--- config.mk ---
export PLATFORM = sky130hd
export DESIGN_NAME = fifo_param
export DESIGN_NICKNAME = d
export VERILOG_FILES = /design/src/rtl/fifo_param.sv
export SDC_FILE = /design/constraint.sdc
export NUM_CORES = 1
export LEC_CHECK = 0
export CORE_MARGIN = 2
export CORE_UTILIZATION = 46
export DETAILED_ROUTE_END_ITERATION = 10
export GPL_TIMING_DRIVEN = 1
export PLACE_DENSITY = 0.61
export SYNTH_ARGS = -nofsm -noshare
export SYNTH_HDL_FRONTEND = slang
export SYNTH_SLANG_ARGS = --single-unit
--- constraint.sdc ---
create_clock -name clk -period 4.5 [get_ports clk]
set_clock_uncertainty 0.05 [all_clocks]
set_input_delay 0.9 -clock clk [delete_from_list [all_inputs] [get_ports clk]]
set_output_delay 0.9 -clock clk [all_outputs]
set_load 0.02 [all_outputs]
--- src/rtl/fifo_param.sv ---
// fifo_param: parametrised single-clock circular FIFO.
//
// Parameters:
//   DATA_W    data width in bits
//   DEPTH     number of entries (power of two, >= 4)
//   AF_THRESH almost_full asserts when count >= AF_THRESH
//   AE_THRESH almost_empty asserts when count <= AE_THRESH
//   FWFT      0 = registered read, 1 = first-word-fall-through
//
// Ports:
//   clk, rst          clock, asynchronous active-high reset
//   write_en, buf_in  push request and data
//   read_en           pop request
//   clr_err           synchronous clear of the sticky error flags
//   buf_out           read data
//   out_valid         FWFT=0: one-cycle pulse after an accepted read
//                     FWFT=1: buf_out holds the head word
//   count             occupancy, 0..DEPTH
//   buffer_empty, buffer_full, almost_empty, almost_full
//                     occupancy flags, registered from the next-state count
//   overflow          sticky, a write was rejected
//   underflow         sticky, a read was rejected
module fifo_param #(
    parameter int unsigned DATA_W    = 8,
    parameter int unsigned DEPTH     = 64,
    parameter int unsigned AF_THRESH = DEPTH - 4,
    parameter int unsigned AE_THRESH = 4,
    parameter bit          FWFT      = 1'b0,
    localparam int unsigned AW       = $clog2(DEPTH),
    localparam int unsigned CW       = $clog2(DEPTH) + 1
) (
    input  logic              clk,
    input  logic              rst,
    input  logic              write_en,
    input  logic              read_en,
    input  logic [DATA_W-1:0] buf_in,
    input  logic              clr_err,
    output logic [DATA_W-1:0] buf_out,
    output logic              out_valid,
    output logic [CW-1:0]     count,
    output logic              buffer_empty,
    output logic              buffer_full,
    output logic              almost_empty,
    output logic              almost_full,
    output logic              overflow,
    output logic              underflow
);

    logic [DATA_W-1:0] mem [DEPTH];

    logic [AW-1:0] read_ptr_q, write_ptr_q;
    logic [CW-1:0] count_q, count_d;
    logic          empty_q, full_q, aempty_q, afull_q;
    logic          overflow_q, underflow_q;
    logic          rd_ok, wr_ok;

    always_comb begin
        rd_ok = read_en && !empty_q;
        // At full, a concurrent accepted read frees the slot being written.
        wr_ok = write_en && (!full_q || rd_ok);

        count_d = count_q;
        if (wr_ok && !rd_ok) begin
            count_d = count_q + CW'(1);
        end else if (rd_ok && !wr_ok) begin
            count_d = count_q - CW'(1);
        end
    end

    always_ff @(posedge clk or posedge rst) begin
        if (rst) begin
            read_ptr_q  <= '0;
            write_ptr_q <= '0;
            count_q     <= '0;
            empty_q     <= 1'b1;
            full_q      <= 1'b0;
            aempty_q    <= (CW'(0) <= CW'(AE_THRESH));
            afull_q     <= (CW'(0) >= CW'(AF_THRESH));
            overflow_q  <= 1'b0;
            underflow_q <= 1'b0;
        end else begin
            if (rd_ok) begin
                read_ptr_q <= read_ptr_q + AW'(1);
            end
            if (wr_ok) begin
                write_ptr_q <= write_ptr_q + AW'(1);
            end
            count_q  <= count_d;
            // Flags come from count_d so they never lag count.
            empty_q  <= (count_d == '0);
            full_q   <= (count_d == CW'(DEPTH));
            aempty_q <= (count_d <= CW'(AE_THRESH));
            afull_q  <= (count_d >= CW'(AF_THRESH));
            // Set takes priority over clear.
            overflow_q  <= (overflow_q && !clr_err) || (write_en && !wr_ok);
            underflow_q <= (underflow_q && !clr_err) || (read_en && !rd_ok);
        end
    end

    // Storage is deliberately not reset.
    always_ff @(posedge clk) begin
        if (wr_ok) begin
            mem[write_ptr_q] <= buf_in;
        end
    end

    if (FWFT == 1'b0) begin : g_std
        logic [DATA_W-1:0] buf_out_q;
        logic              out_valid_q;

        always_ff @(posedge clk or posedge rst) begin
            if (rst) begin
                buf_out_q   <= '0;
                out_valid_q <= 1'b0;
            end else begin
                out_valid_q <= rd_ok;
                if (rd_ok) begin
                    buf_out_q <= mem[read_ptr_q];
                end
            end
        end

        assign buf_out   = buf_out_q;
        assign out_valid = out_valid_q;
    end else begin : g_fwft
        // Head word shown directly; forced to zero while empty so the
        // unreset memory never leaks onto buf_out (including during reset).
        assign buf_out   = empty_q ? '0 : mem[read_ptr_q];
        assign out_valid = !empty_q;
    end

    assign count        = count_q;
    assign buffer_empty = empty_q;
    assign buffer_full  = full_q;
    assign almost_empty = aempty_q;
    assign almost_full  = afull_q;
    assign overflow     = overflow_q;
    assign underflow    = underflow_q;

endmodule

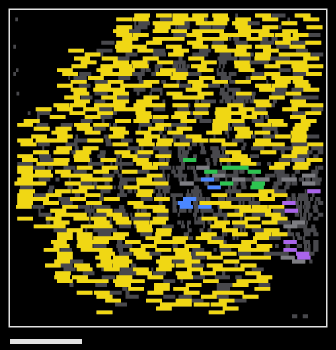
(run_1/registers.png)
The bar under the picture is 50 um long. Other sequential cells in the stronger grey, the rest of the logic in the fainter grey.
buf_out: shown in green, sequential cells 8. write_ptr_q: shown in blue, sequential cells 6, where middle. mem: shown in yellow, sequential cells 512, where widely spread. count: shown in purple, sequential cells 7, where bottom right.
Another 13 sequential cells are not coloured.
P_seq: 6.37 mW
Seq area share: 66.1%
final core utilization: 53.0%
sequential standard cell area: 0.0162 mm^2

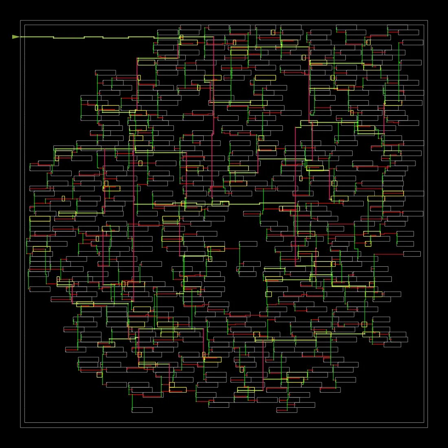
(run_1/final_clocks.png)
power in the clock group: 4.62 mW
number of flip-flops and latches: 546

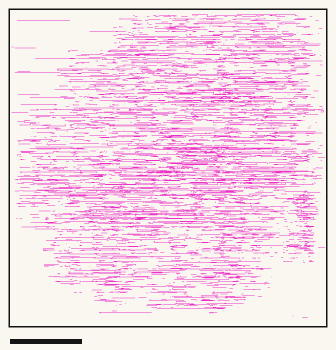
(run_1/met1.png)
The bar under the picture is 50 um long.
1121 nets have wire on it. The layer carries 21.3 mm of wire. The wires run mostly horizontal. The longest straight run is 61.2 um. The layer holds 45% of the routed length.

==> summary.txt, run 1 <==
Status: complete, no violations
Hold Fails Final Rpt: 0
Multi-input gates: 445
Hold Startpoint: underflow$_DFF_PP0_
CP Max Fanout: 9
Clock root buffer: clkbuf_16
Combinational cell power: 3.80 mW
CP Depth: 6
# port buffers: 34
Worst Path Arrival: 3430 ps
Crit-path max cell delay: 690 ps
Antenna diodes: 0
Int Pwr: 10.3 mW
Max VDD drop: 0.555 mV
Num CTS Buffers: 54
Vias in the first global route: 10600
Synth area leader: edfxtp_1
# placed instances: 1710
Startpoint Class: primary input
Routed Antenna Nets: 0
Top routing layer in use: met4
Placement Cell Area: 0.0227 mm^2
Sum of buffers and inverters on the critical path: 2
Fillers: 3611
Slew HR: 36.6%
Crit end category: flop
Final Instance Area: 0.0246 mm^2
First-pass GRT wire length: 70700 um
Largest net degree at the start of global routing: 51
Post-synthesis cell type count: 57
Count of library flops with an enable pin: 512
Area of the mapped netlist: 0.0215 mm^2
Setup ws final: 1240 ps
DRC viols: 0
Ratio of cells with drive above 1 in the final layout: 25.3%
AO/OA Area Share: 3.08%
Number of cells in Yosys stat: 1058
Post-synthesis mux area share: 14.9%
DR iter-0 viols: 938
Worst hold path type: flop to flop
Number of non-clock buffers in the layout: 101
Biggest register: mem
Pleak: 7.90 nW
Combinational power share: 25.7%
Non-clk invs: 11
--- run 2 (diff from run 1) ---
Clock period 4.5 ns to 3.1 ns, I/O delays scaled along.
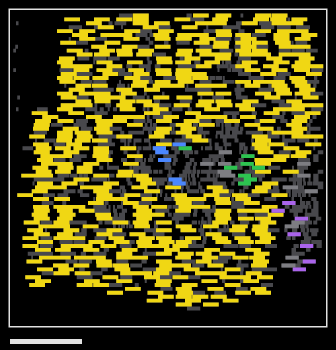
(run_2/registers.png)
The bar under the picture is 50 um long. Other sequential cells in the stronger grey, the rest of the logic in the fainter grey.
buf_out: shown in green, sequential cells 8, where right middle. mem: shown in yellow, sequential cells 512, where widely spread. count: shown in purple, sequential cells 7. write_ptr_q: shown in blue, sequential cells 6, where middle.
Another 13 sequential cells are not coloured.

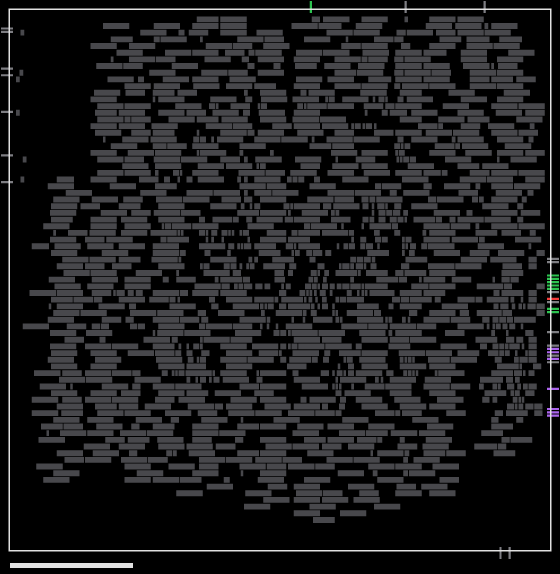
(run_2/pins.png)
The bar under the picture is 50 um long. Pins as bars across the die edge, other pins in grey.
underflow: shown in red, pins 1, direction output, edge right. buf_out: shown in green, pins 8, direction output, edge 7 right, 1 top. count: shown in purple, pins 7, direction output, edge right.

==> run 2 against run 1 <==
- first-iteration DRC count grew 6.2%
- sequential cell count is the same
- count of clock-buffer cells in the layout grew 7
- design area grew 1.2%
- synthesized area is the same
- routed wire length shrank 0.47%
- die area is the same
- clock power grew 33%
- global-route usage grew 0.15 points
- via count grew 1.5%
==> summary.txt, run 2 <==
Status: complete, no violations
Post-synthesis cell type count: 57
CP Max Fanout: 18
Multi-input gates: 445
CP Depth: 6
Area of the mapped netlist: 0.0215 mm^2
Slew HR: 44.7%
Combinational cell power: 6.03 mW
Num CTS Buffers: 55
Vias in the first global route: 10800
Hold Startpoint: buf_in[4]
Worst Path Arrival: 3080 ps
Final core utilization: 53.6%
Antenna diodes: 0
Number of flip-flops and latches: 546
# placed instances: 1765
Sum of buffers and inverters on the critical path: 1
Placement Cell Area: 0.0232 mm^2
# port buffers: 34
AO/OA Area Share: 3.08%
Crit-path max cell delay: 640 ps
Ratio of cells with drive above 1 in the final layout: 27.2%
Pleak: 8.11 nW
Number of non-clock buffers in the layout: 156
Number of cells in Yosys stat: 1058
Setup ws final: 450 ps
Largest net degree at the start of global routing: 65
Startpoint Class: flop
Combinational power share: 28.4%
Hold Fails Final Rpt: 0
Count of library flops with an enable pin: 512
Final Instance Area: 0.0249 mm^2
Synth area leader: edfxtp_1
Post-synthesis mux area share: 14.9%
First-pass GRT wire length: 71000 um
Top routing layer in use: met4
DRC viols: 0
--- run 3 (diff from run 2) ---
Settings changed: CTS_CLUSTER_SIZE set to 20.
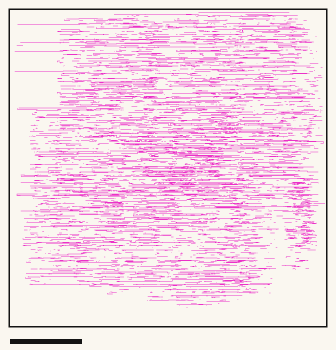
(run_3/met1.png)
The bar under the picture is 50 um long.
The wires run mostly horizontal. The layer holds 44% of the routed length. 1161 nets have wire on it. The layer carries 21.1 mm of wire. The longest straight run is 63.0 um.
Via Count: 10700
met1 Use GR: 29.8%
final WL: 47700 um

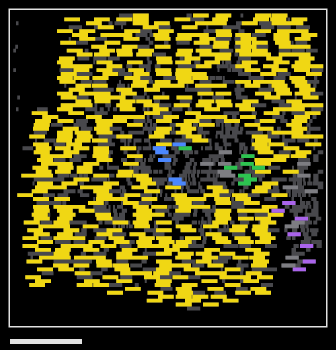
(run_3/registers.png)
The bar under the picture is 50 um long. Other sequential cells in the stronger grey, the rest of the logic in the fainter grey.
count: shown in purple, sequential cells 7. buf_out: shown in green, sequential cells 8, where right middle. mem: shown in yellow, sequential cells 512, where widely spread. write_ptr_q: shown in blue, sequential cells 6, where middle.
Another 13 sequential cells are not coloured.

==> run 3 against run 2 <==
- via count increased by 0.23%
- synthesized cell count is the same
- design area is essentially flat
- largest cell class unchanged
==> summary.txt, run 3 <==
Pleak: 8.12 nW
Max VDD drop: 0.452 mV
Combinational power share: 28.5%
Crit end category: flop
DRC viols: 0
Hold Startpoint: buf_in[4]
DR iter-0 viols: 1032
Sink Count: 546
P_seq: 9.04 mW
Biggest register: mem
Area of the mapped netlist: 0.0215 mm^2
Power Density: 854 mW/mm^2
CTS clock-pin slew for the worst setup and hold paths: 60 ps
Number of flip-flops and latches: 546
Top routing layer in use: met4
Final Cycle Share: 85.6%
CTS Buffer Depth: 3
Most common reg cell: edfxtp_1
Int Pwr: 14.8 mW
Worst Setup SP: read_ptr_q[0]$_DFFE_PP0P_
CP Depth: 6
Hold Fails Final Rpt: 0
FP Core Util: 46.3%
Synth Register Bits: 546
AO/OA Area Share: 3.08%
Status: complete, no violations
Chip area: 0.0484 mm^2
Number of non-clock buffers in the layout: 156
Synth Seq Share: 75.6%
Max Fclk: 377 MHz
Num CTS Buffers: 55
Count of library flops with an enable pin: 512
Yosys Warn Count: 0
Post-CTS Setup Bufs: 0
Combinational share of cell area: 19.5%
RSZ-0062 raised after global routing: false
Met2 usage: 31.5%
Met1 Wirelength: 21100 um
Overflow after GRT: 0
# placed instances: 1765
Placement Cell Area: 0.0232 mm^2
Antenna diodes: 0
Asr flop ratio synth: 6.23%
Reg2reg end: buf_out[5]$_DFFE_PP0P_
Routed Antenna Nets: 0
CLK BUF: 68
Worst Path Arrival: 3090 ps
Final core utilization: 53.6%
Crit-path max cell delay: 640 ps
Met2 wire length: 22400 um
Largest net degree at the start of global routing: 65
Ratio of cells with drive above 1 in the final layout: 27.3%
Synth top cell by count: edfxtp_1
Clock share of power: 29.0%
Largest delay contributor family on the critical path: AND-OR/OR-AND gates
Combinational cell power: 6.04 mW
Max-slew violation count: 0
Slew HR: 45.0%
Clock root buffer: clkbuf_16
CP Max Fanout: 18
Post-cts sizing count: 0
Final Instance Area: 0.0249 mm^2
Reg2Reg Launch Point: read_ptr_q[0]$_DFFE_PP0P_
# port buffers: 34
Vias in the first global route: 10900
Routed wire length per instance: 25.6 um
Tap Cells: 607
Synth area leader: edfxtp_1
Sequential standard cell area: 0.0162 mm^2
Worst hold path type: primary input to flop
Power in the clock group: 6.15 mW
Combinational gate area: 0.00485 mm^2
Number of cells in Yosys stat: 1058
Startpoint Class: flop
Fillers: 3575
Sum of buffers and inverters on the critical path: 1
Non-clk invs: 11
First-pass GRT wire length: 71000 um
TritonRoute pass-1 iters: 5
Setup ws final: 445 ps
Multi-input gates: 445
Post-synthesis mux area share: 14.9%
Seq area share: 65.3%
Post-synthesis cell type count: 57
Core footprint: 0.0464 mm^2
Antenna violations before repair: 0
Power and IR drop assume default switching activity.
